File: src/rtl/uart_rx.sv
// uart_rx: 8N1 UART receiver. It samples the rx line through a two-flop
// synchronizer, times each bit with a counter and reports every received byte.
// A good frame gives a one-cycle valid pulse, and data holds that byte until
// the next good frame. A low stop bit gives a one-cycle frame_err pulse.
// Optional build macro UART_RX_MAJORITY_EN: each sample point takes the
// 2-of-3 majority of rx_s around the bit centre instead of a single sample.
// This adds one clock to the valid/frame_err latency.
module uart_rx #(
  parameter int CLKFREQ = 12000000,
  parameter int BAUD    = 9600
) (
  input  logic       clk,
  input  logic       rst,
  input  logic       rx,
  output logic [7:0] data,
  output logic       valid,
  output logic       frame_err,
  output logic       busy
);

  localparam int CPB  = CLKFREQ / BAUD;
  localparam int HALF = CPB / 2;
  localparam int TW   = $clog2(CPB) + 1;

  // OFS is the number of clocks between the bit-centre sample and the decision.
  // The timer reloads to OFS, so the bit period stays exactly CPB clocks.
`ifdef UART_RX_MAJORITY_EN
  localparam int OFS = 1;
`else
  localparam int OFS = 0;
`endif

  localparam logic [TW-1:0] START_T = TW'(HALF - 1);
  localparam logic [TW-1:0] BIT_T   = TW'(CPB - 1);
  localparam logic [TW-1:0] RELOAD  = TW'(OFS);

  typedef enum logic [2:0] {
    S_IDLE  = 3'd0,
    S_START = 3'd1,
    S_DATA  = 3'd2,
    S_STOP  = 3'd3,
    S_BREAK = 3'd4
  } state_t;

  state_t        state;
  logic [TW-1:0] timer;
  logic [TW-1:0] tgt;
  logic [2:0]    idx;
  logic [7:0]    shreg;
  logic          sync1;
  logic          rx_s;
  logic          hit;
  logic          smp;

  // Two-flop synchronizer; the line idles high.
  always_ff @(posedge clk or posedge rst) begin
    if (rst) begin
      sync1 <= 1'b1;
      rx_s  <= 1'b1;
    end else begin
      sync1 <= rx;
      rx_s  <= sync1;
    end
  end

  // The start bit is checked at its half point; every later bit is checked one full bit period after the previous sample.
  always_comb begin
    tgt = (state == S_START) ? START_T : BIT_T;
    hit = (timer == tgt + RELOAD);
  end

`ifdef UART_RX_MAJORITY_EN
  logic m0;
  logic m1;

  // Capture the two samples before the decision cycle; the third sample is the live rx_s.
  always_ff @(posedge clk or posedge rst) begin
    if (rst) begin
      m0 <= 1'b1;
      m1 <= 1'b1;
    end else begin
      if (timer == tgt - TW'(1)) m0 <= rx_s;
      if (timer == tgt)          m1 <= rx_s;
    end
  end

  // 2-of-3 vote of the samples at centre-1, centre and centre+1.
  always_comb begin
    smp = (m0 & m1) | (m0 & rx_s) | (m1 & rx_s);
  end
`else
  // Single sample at the bit centre.
  always_comb begin
    smp = rx_s;
  end
`endif

  // Receive FSM: detect the start bit, shift in the data bits LSB first, then check the stop bit.
  always_ff @(posedge clk or posedge rst) begin
    if (rst) begin
      state     <= S_IDLE;
      timer     <= '0;
      idx       <= '0;
      shreg     <= '0;
      data      <= '0;
      valid     <= 1'b0;
      frame_err <= 1'b0;
    end else begin
      valid     <= 1'b0;
      frame_err <= 1'b0;
      case (state)
        S_IDLE: begin
          if (!rx_s) begin
            state <= S_START;
            timer <= '0;
          end
        end
        S_START: begin
          if (hit) begin
            timer <= RELOAD;
            idx   <= '0;
            // If the line is high again, the low level was only a glitch.
            state <= smp ? S_IDLE : S_DATA;
          end else begin
            timer <= timer + TW'(1);
          end
        end
        S_DATA: begin
          if (hit) begin
            timer      <= RELOAD;
            shreg[idx] <= smp;
            if (idx == 3'd7) state <= S_STOP;
            else             idx   <= idx + 3'd1;
          end else begin
            timer <= timer + TW'(1);
          end
        end
        S_STOP: begin
          if (hit) begin
            timer <= '0;
            if (smp) begin
              data  <= shreg;
              valid <= 1'b1;
              state <= S_IDLE;
            end else begin
              frame_err <= 1'b1;
              state     <= S_BREAK;
            end
          end else begin
            timer <= timer + TW'(1);
          end
        end
        S_BREAK: begin
          // Hold here while the line stays low, so a long break reports only one error.
          if (rx_s) state <= S_IDLE;
        end
        default: state <= S_IDLE;
      endcase
    end
  end

  // The receiver is busy in every state except idle.
  always_comb begin
    busy = (state != S_IDLE);
  end

endmodule
File: config.mk
export PLATFORM = sky130hd
export DESIGN_NAME = uart_rx
export DESIGN_NICKNAME = d
export VERILOG_FILES = /design/src/rtl/uart_rx.sv
export SDC_FILE = /design/constraint.sdc
export NUM_CORES = 1
export LEC_CHECK = 0
export ABC_CLOCK_PERIOD_IN_PS = 4800
export CAP_MARGIN = 5
export CORE_AREA = 3 3 64 66
export CTS_BUF_LIST = sky130_fd_sc_hd__clkbuf_16
export CTS_CLUSTER_SIZE = 14
export DETAILED_ROUTE_END_ITERATION = 7
export DIE_AREA = 0 0 67 69
export HOLD_SLACK_MARGIN = 0.03
export PLACE_DENSITY = 0.74
export SETUP_SLACK_MARGIN = 0.02
export SLEW_MARGIN = 40
export SYNTH_ARGS = -nofsm -noshare
export SYNTH_HDL_FRONTEND = slang
export SYNTH_SLANG_ARGS = --single-unit
export TNS_END_PERCENT = 100
File: constraint.sdc
create_clock -name clk -period 4.8 [get_ports clk]
set_input_delay 1.44 -clock clk [delete_from_list [all_inputs] [get_ports clk]]
set_output_delay 1.44 -clock clk [all_outputs]
set_load 0.03 [all_outputs]
Figure 1. Routed metal per tile (run 1).
Drawn at 6 px/um. 13 x 14 tiles, from black (low) to pale yellow (high), scaled to the fullest tile. Values are wire area over tile area, all layers added.
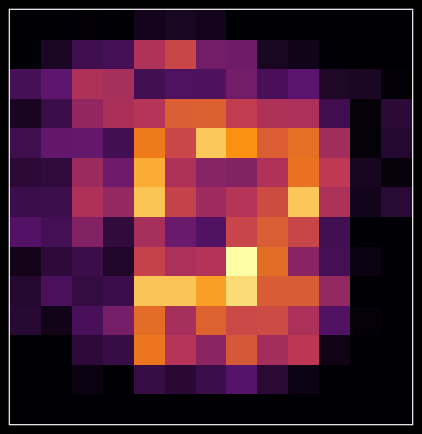
tiles over half the peak: 19%
densest ninth of the die: center
fullest tile: 0.52
mean over tiles: 0.14
emptiest ninth of the die: south-west
Routed WL: 3940 um
Via Count: 1463
average wire per standard cell: 15.7 um
Total Routing Usage GR: 0.194

Figure 2. Sizing map (run 1).
Drawn at 6 px/um.
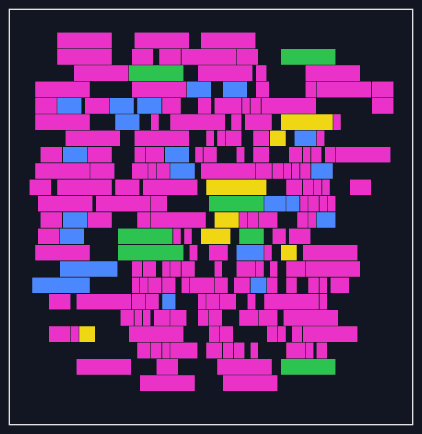
[green] drive 6 and up | cells: 7
[blue] drive 2 | cells: 21
[magenta] drive 1 or less | cells: 168
[yellow] drive 3 to 4 | cells: 7
synthesis-to-finish area growth: 16.8%
Buffers excl. clock: 15
final instance area: 2310 um^2

==> results.ini, run 1 <==
[setup_path]
r2r_cells = 6
r2r_setup_slack_ns = 2.10
path_class = reg2out
crit_fanout = 14
rr_endpoint = data[3]$_DFFE_PP0P_
start_kind = flop

[yosys]
ys_cells = 191
common_cells = 36 x dfrtp_1, 20 x nand2_1, 12 x nor2_1
syn-num-nets = 197
synthXorXnorAreaFrac = 0.0177
ys.flop_type = dfrtp_1
top_cell = dfrtp_1
post_synth.cell_area_avg_um2 = 10.4
ys_types = 46
edf_count = 0
logic_family = simple AND/OR/NAND/NOR gates
synth_warnings = 0
synth_chip_area_um2 = 1980
async_reset_ff_frac = 1.00
syn_area_um2 = 1980
topCellsByArea = dfrtp_1 46%, mux2_2 6.3%, nand2_1 3.8%, mux2_1 2.8%, nand3_1 2.8%

[power]
pg_comb_uw = 9.08
pwr-share-comb = 0.013
p_switching_uw = 143
p_seq_frac = 0.454
maxPowerGroup = clock
power.leakage_nw = 0.973
power_density_nw_per_um2 = 309
power.total_uw = 713
clkPwrFrac = 0.533
swShare = 0.201

[global_routing]
top_usage_layer = met2
grt_pass1_vias = 1491
antenna_found_initial = 0
global_route.usage.met1 = 0.251
grt_max_degree = 39
grt_pass1_wl_um = 6890
overflow = 0

[cells_and_area]
largest_reg_flops = 12
n_all_inverters = 10
top_regs = timer: 12 flops, data: 8 flops, shreg: 8 flops
clock_area_frac = 0.0737
mi_logic_area_um2 = 940
largestClassByArea = registers
top_register = timer
n_antenna_cell = 0
fillers = 296
mostFrequentLayoutCell = dfrtp_1
n_clock_buffer = 5
comb_area_frac = 0.407

[die]
die_y_um = 69
core_area_um2 = 3630
rows = 22
fp-utilization = 0.544
pin_count = 14
die_w_um = 67

[final_timing]
fin_ws_ns = 1.49
hold_violations = 0
final.min_clock_period_ns = 3.31
max_freq_ghz = 0.302
drv_slew = 0
worst_pin_slew_ns = 0.600

[drt]
top_layer = met4
drc = 0
met2_length_um = 1900
drt_first_iter_violations = 162
drt-pass1-iter-count = 4
met3RoutedLength_um = 220
wl_met1_um = 1770
vias_per_cell = 5.83

[place]
place.gp.congestion = 0.874
port_buffers = 13
place_ws_ns = 1.82
placed_area_um2 = 2130
hpwl_um = 2580

[cts]
post_cts_buffers = 0
cts_tree = done
cts_resized = 0
hold_buffers = 0
cts-root-buf = clkbuf_16
cts_sinks = 38

[worst_hold_path]
min-delay-start = sync1$_DFF_PP1_
hold_path_depth = 0

[outcome]
status = finished clean

[flow_run]
maxCapViolCount = 0

Figure 3. Where the registers sit (run 1).
Drawn at 6 px/um. Other sequential cells in the stronger gray, the rest of the logic in the fainter gray.
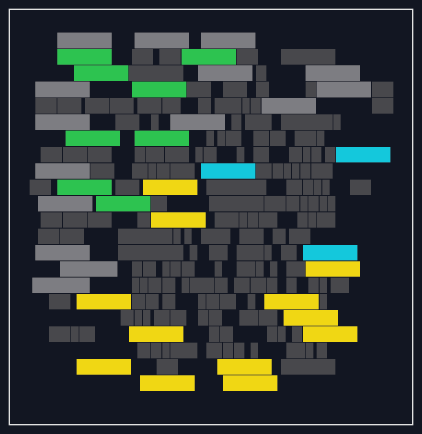
[yellow] `timer` | placed flops: 12
[green] `shreg` | placed flops: 8
[cyan] `state` | placed flops: 3
not colored: 15
Register Area: 953 um^2
flop share of the area: 0.413
seq pwr: 324 uW
final core utilization: 0.636

Figure 4. Signal wires on met3 (run 1).
Drawn at 6 px/um.
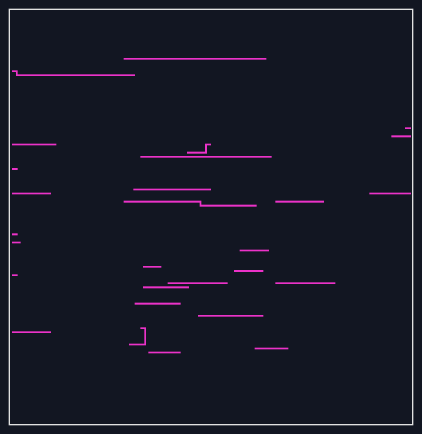
nets with wire on the layer: 25
share of all routed wire: 5.6%
main direction: horizontal
longest straight run: 23.5 um
wire length on this layer: 220 um
met3 Use GR: 0.0635

## run 1: worst max-delay path, cell delays in order (launching register included)
cell and delay (ns):
dfrtp_1 0.64, inv_1 0.19, nand2_1 0.09, clkdlybuf4s50_1 0.66
## run 1: how the worst max path moves through the flow
| stage | cells past startpoint | endpoint | from |
|---|---|---|---|
| 2_1_floorplan | 3 | busy | state[1]$_DFFE_PP0P_ |
| 3_3_place_gp | 3 | busy | state[2]$_DFFE_PP0P_ |
| 3_5_place_dp | 3 | busy | state[2]$_DFFE_PP0P_ |
| 4_1_cts | 3 | busy | state[2]$_DFFE_PP0P_ |
| 5_1_grt | 3 | busy | state[2]$_DFFE_PP0P_ |
| 6_report | 3 | busy | state[2]$_DFFE_PP0P_ |
==> run 2, diff against run 1 <==
- ABC_CLOCK_PERIOD_IN_PS: 4800 -> 3000
- CORE_AREA: 3 3 64 66 -> 3 3 66 68
- DIE_AREA: 0 0 67 69 -> 0 0 69 71
- PLACE_DENSITY: 0.74 -> 0.73
- clock period: 4.8 -> 3 ns (I/O delays scaled with it)
Figure 5. Where the registers sit (run 2).
Drawn at 6 px/um. Other sequential cells in the stronger gray, the rest of the logic in the fainter gray.
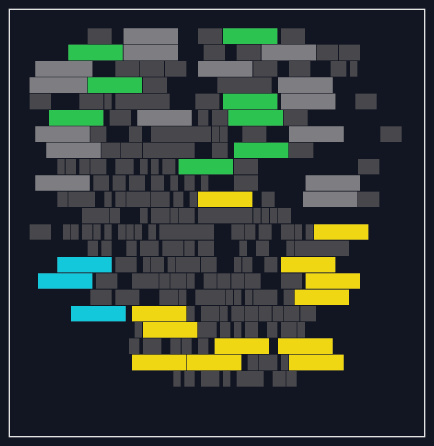
[cyan] `state` | placed flops: 3
[yellow] `timer` | placed flops: 12
[green] `shreg` | placed flops: 8 | where: north
not colored: 15
flop share of the area: 0.417
final core utilization: 0.584
seq pwr: 518 uW

==> run 2 against run 1 <==
  * Combinational power is 56% higher
  * Clock power is 28% higher
  * Worst setup slack worse by 1.3 ns
  * Critical path type unchanged
  * Critical endpoint unchanged
  * Largest cell class unchanged
==> results.ini, run 2 <==
[power]
pwr-share-comb = 0.014  ; was 0.013
swShare = 0.195  ; was 0.201
power.leakage_nw = 0.973  ; about the same
power_density_nw_per_um2 = 446  ; was 309 nW/um^2
clkPwrFrac = 0.477  ; was 0.533
p_switching_uw = 199  ; was 143 uW
power.total_mw = 1.02  ; was 713 uW
p_seq_frac = 0.509  ; was 0.454

[setup_path]
path_cells = inv_1 -> nand2_1 -> clkdlybuf4s50_1  ; unchanged
crit_end = busy  ; unchanged
r2r_cells = 6  ; unchanged
cp_num_cells = 3  ; unchanged
start_kind = flop  ; unchanged
worst-path-buf-inv = 2  ; unchanged
path_class = reg2out  ; unchanged
cp_slowest_cell = clkdlybuf4s50_1  ; unchanged
slowest_delay_ns = 0.66  ; about the same
crit_fanout = 14  ; unchanged
startpoint = state[2]$_DFFE_PP0P_  ; unchanged
r2r_setup_slack_ns = 0.33  ; was 2.10 ns

[cells_and_area]
top_register = timer  ; unchanged
final_cell_area_um2 = 2280  ; was 2310 um^2
regArea_um2 = 953  ; unchanged
largest_reg_flops = 12  ; unchanged
area_growth_pct = 15.6  ; was 16.8%
top_regs = timer: 12 flops, data: 8 flops, shreg: 8 flops  ; unchanged
mi_logic_area_um2 = 937  ; was 940 um^2
fillers = 346  ; was 296
n_antenna_cell = 0  ; unchanged
mostFrequentLayoutCell = dfrtp_1  ; unchanged

[yosys]
logic_family = simple AND/OR/NAND/NOR gates  ; unchanged
common_cells = 36 x dfrtp_1, 20 x nand2_1, 12 x nor2_1  ; unchanged
ys_cells = 191  ; unchanged
ys.flop_type = dfrtp_1  ; unchanged
top_cell = dfrtp_1  ; unchanged
syn-num-nets = 197  ; unchanged
syn_area_um2 = 1980  ; unchanged
synthXorXnorAreaFrac = 0.0177  ; unchanged
ys_types = 46  ; unchanged
post_synth.cell_area_avg_um2 = 10.4  ; unchanged
synth_chip_area_um2 = 1980  ; unchanged
async_reset_ff_frac = 1.00  ; unchanged
edf_count = 0  ; unchanged
topCellsByArea = dfrtp_1 46%, mux2_2 6.3%, nand2_1 3.8%, mux2_1 2.8%, nand3_1 2.8%  ; unchanged

[final_timing]
drv_slew = 0  ; unchanged
max_freq_ghz = 0.359
hold_violations = 0  ; unchanged
worst_pin_slew_ns = 0.598  ; was 0.600 ns
final.min_clock_period_ns = 2.78
fin_ws_ns = 0.216  ; was 1.49 ns

[global_routing]
grt_max_degree = 39  ; unchanged
global_route.usage.met1 = 0.232  ; was 0.251
grt_pass1_wl_um = 7010  ; was 6890 um
grt_pass1_vias = 1479  ; was 1491
gr-usage-all-layers = 0.177  ; was 0.194
antenna_found_initial = 0  ; unchanged
top_usage_layer = met2  ; unchanged
met3_usage = 0.0469  ; was 0.0635
overflow = 0  ; unchanged

[cts]
cts_tree = done  ; unchanged
cts-root-buf = clkbuf_16  ; unchanged
cts_resized = 0  ; unchanged
cts_sinks = 38  ; unchanged
hold_buffers = 0  ; unchanged

[place]
place.gp.congestion = 0.930  ; was 0.874
port_buffers = 13  ; unchanged
placed_area_um2 = 2140  ; was 2130 um^2
place_ws_ns = 0.395  ; was 1.82 ns

[die]
pin_count = 14  ; unchanged
core_area_um2 = 3910  ; was 3630 um^2
die_y_um = 71  ; was 69 um
rows = 23  ; was 22

[drt]
met3RoutedLength_um = 219  ; was 220 um
vias_per_cell = 5.93  ; was 5.83
top_layer = met4  ; unchanged
drt-pass1-iter-count = 4  ; unchanged
avgRoutedWirePerCell_um = 15.7  ; about the same
drc = 0  ; unchanged
wl_met1_um = 1770  ; unchanged
drt_first_iter_violations = 145  ; was 162

[outcome]
status = finished clean  ; unchanged

[worst_hold_path]
hold_path_depth = 0  ; unchanged
min-delay-start = sync1$_DFF_PP1_  ; unchanged

[flow_run]
maxCapViolCount = 0  ; unchanged

Figure 6. Signal wires on met3 (run 2).
Drawn at 6 px/um.
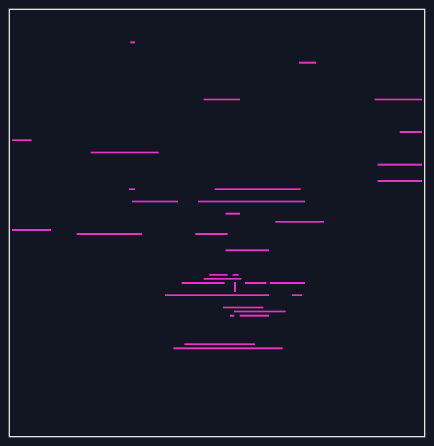
share of all routed wire: 5.5%
nets with wire on the layer: 28
Routed WL: 3990 um
Via Count: 1505

[run 2: cell counts after synthesis]
No cell type changed its count.
[run 2: power by group through the flow]
| stage | logic, mW | registers (mW) | clock network, mW |
|---|---|---|---|
| 3_5_place_dp | 0.0153 | 0.527 | 0 |
| 3_3_place_gp | 0.0146 | 0.527 | 0 |
| 5_1_grt | 0.0168 | 0.518 | 0.519 |
| 2_1_floorplan | 0.0103 | 0.525 | 0 |
| 6_report | 0.0142 | 0.518 | 0.486 |
| 4_1_cts | 0.0153 | 0.518 | 0.492 |
[run 2: cell type report]
type	count	area share
inverters	10	0.0164
multi-input cells	132	0.410
repair buffers	16	0.0685
clock buffers	5	0.0548
flip-flops and latches	38	0.417
clock inverters	3	0.00548
well taps	50	0.0274
Power is estimated from default activity; no workload was simulated.
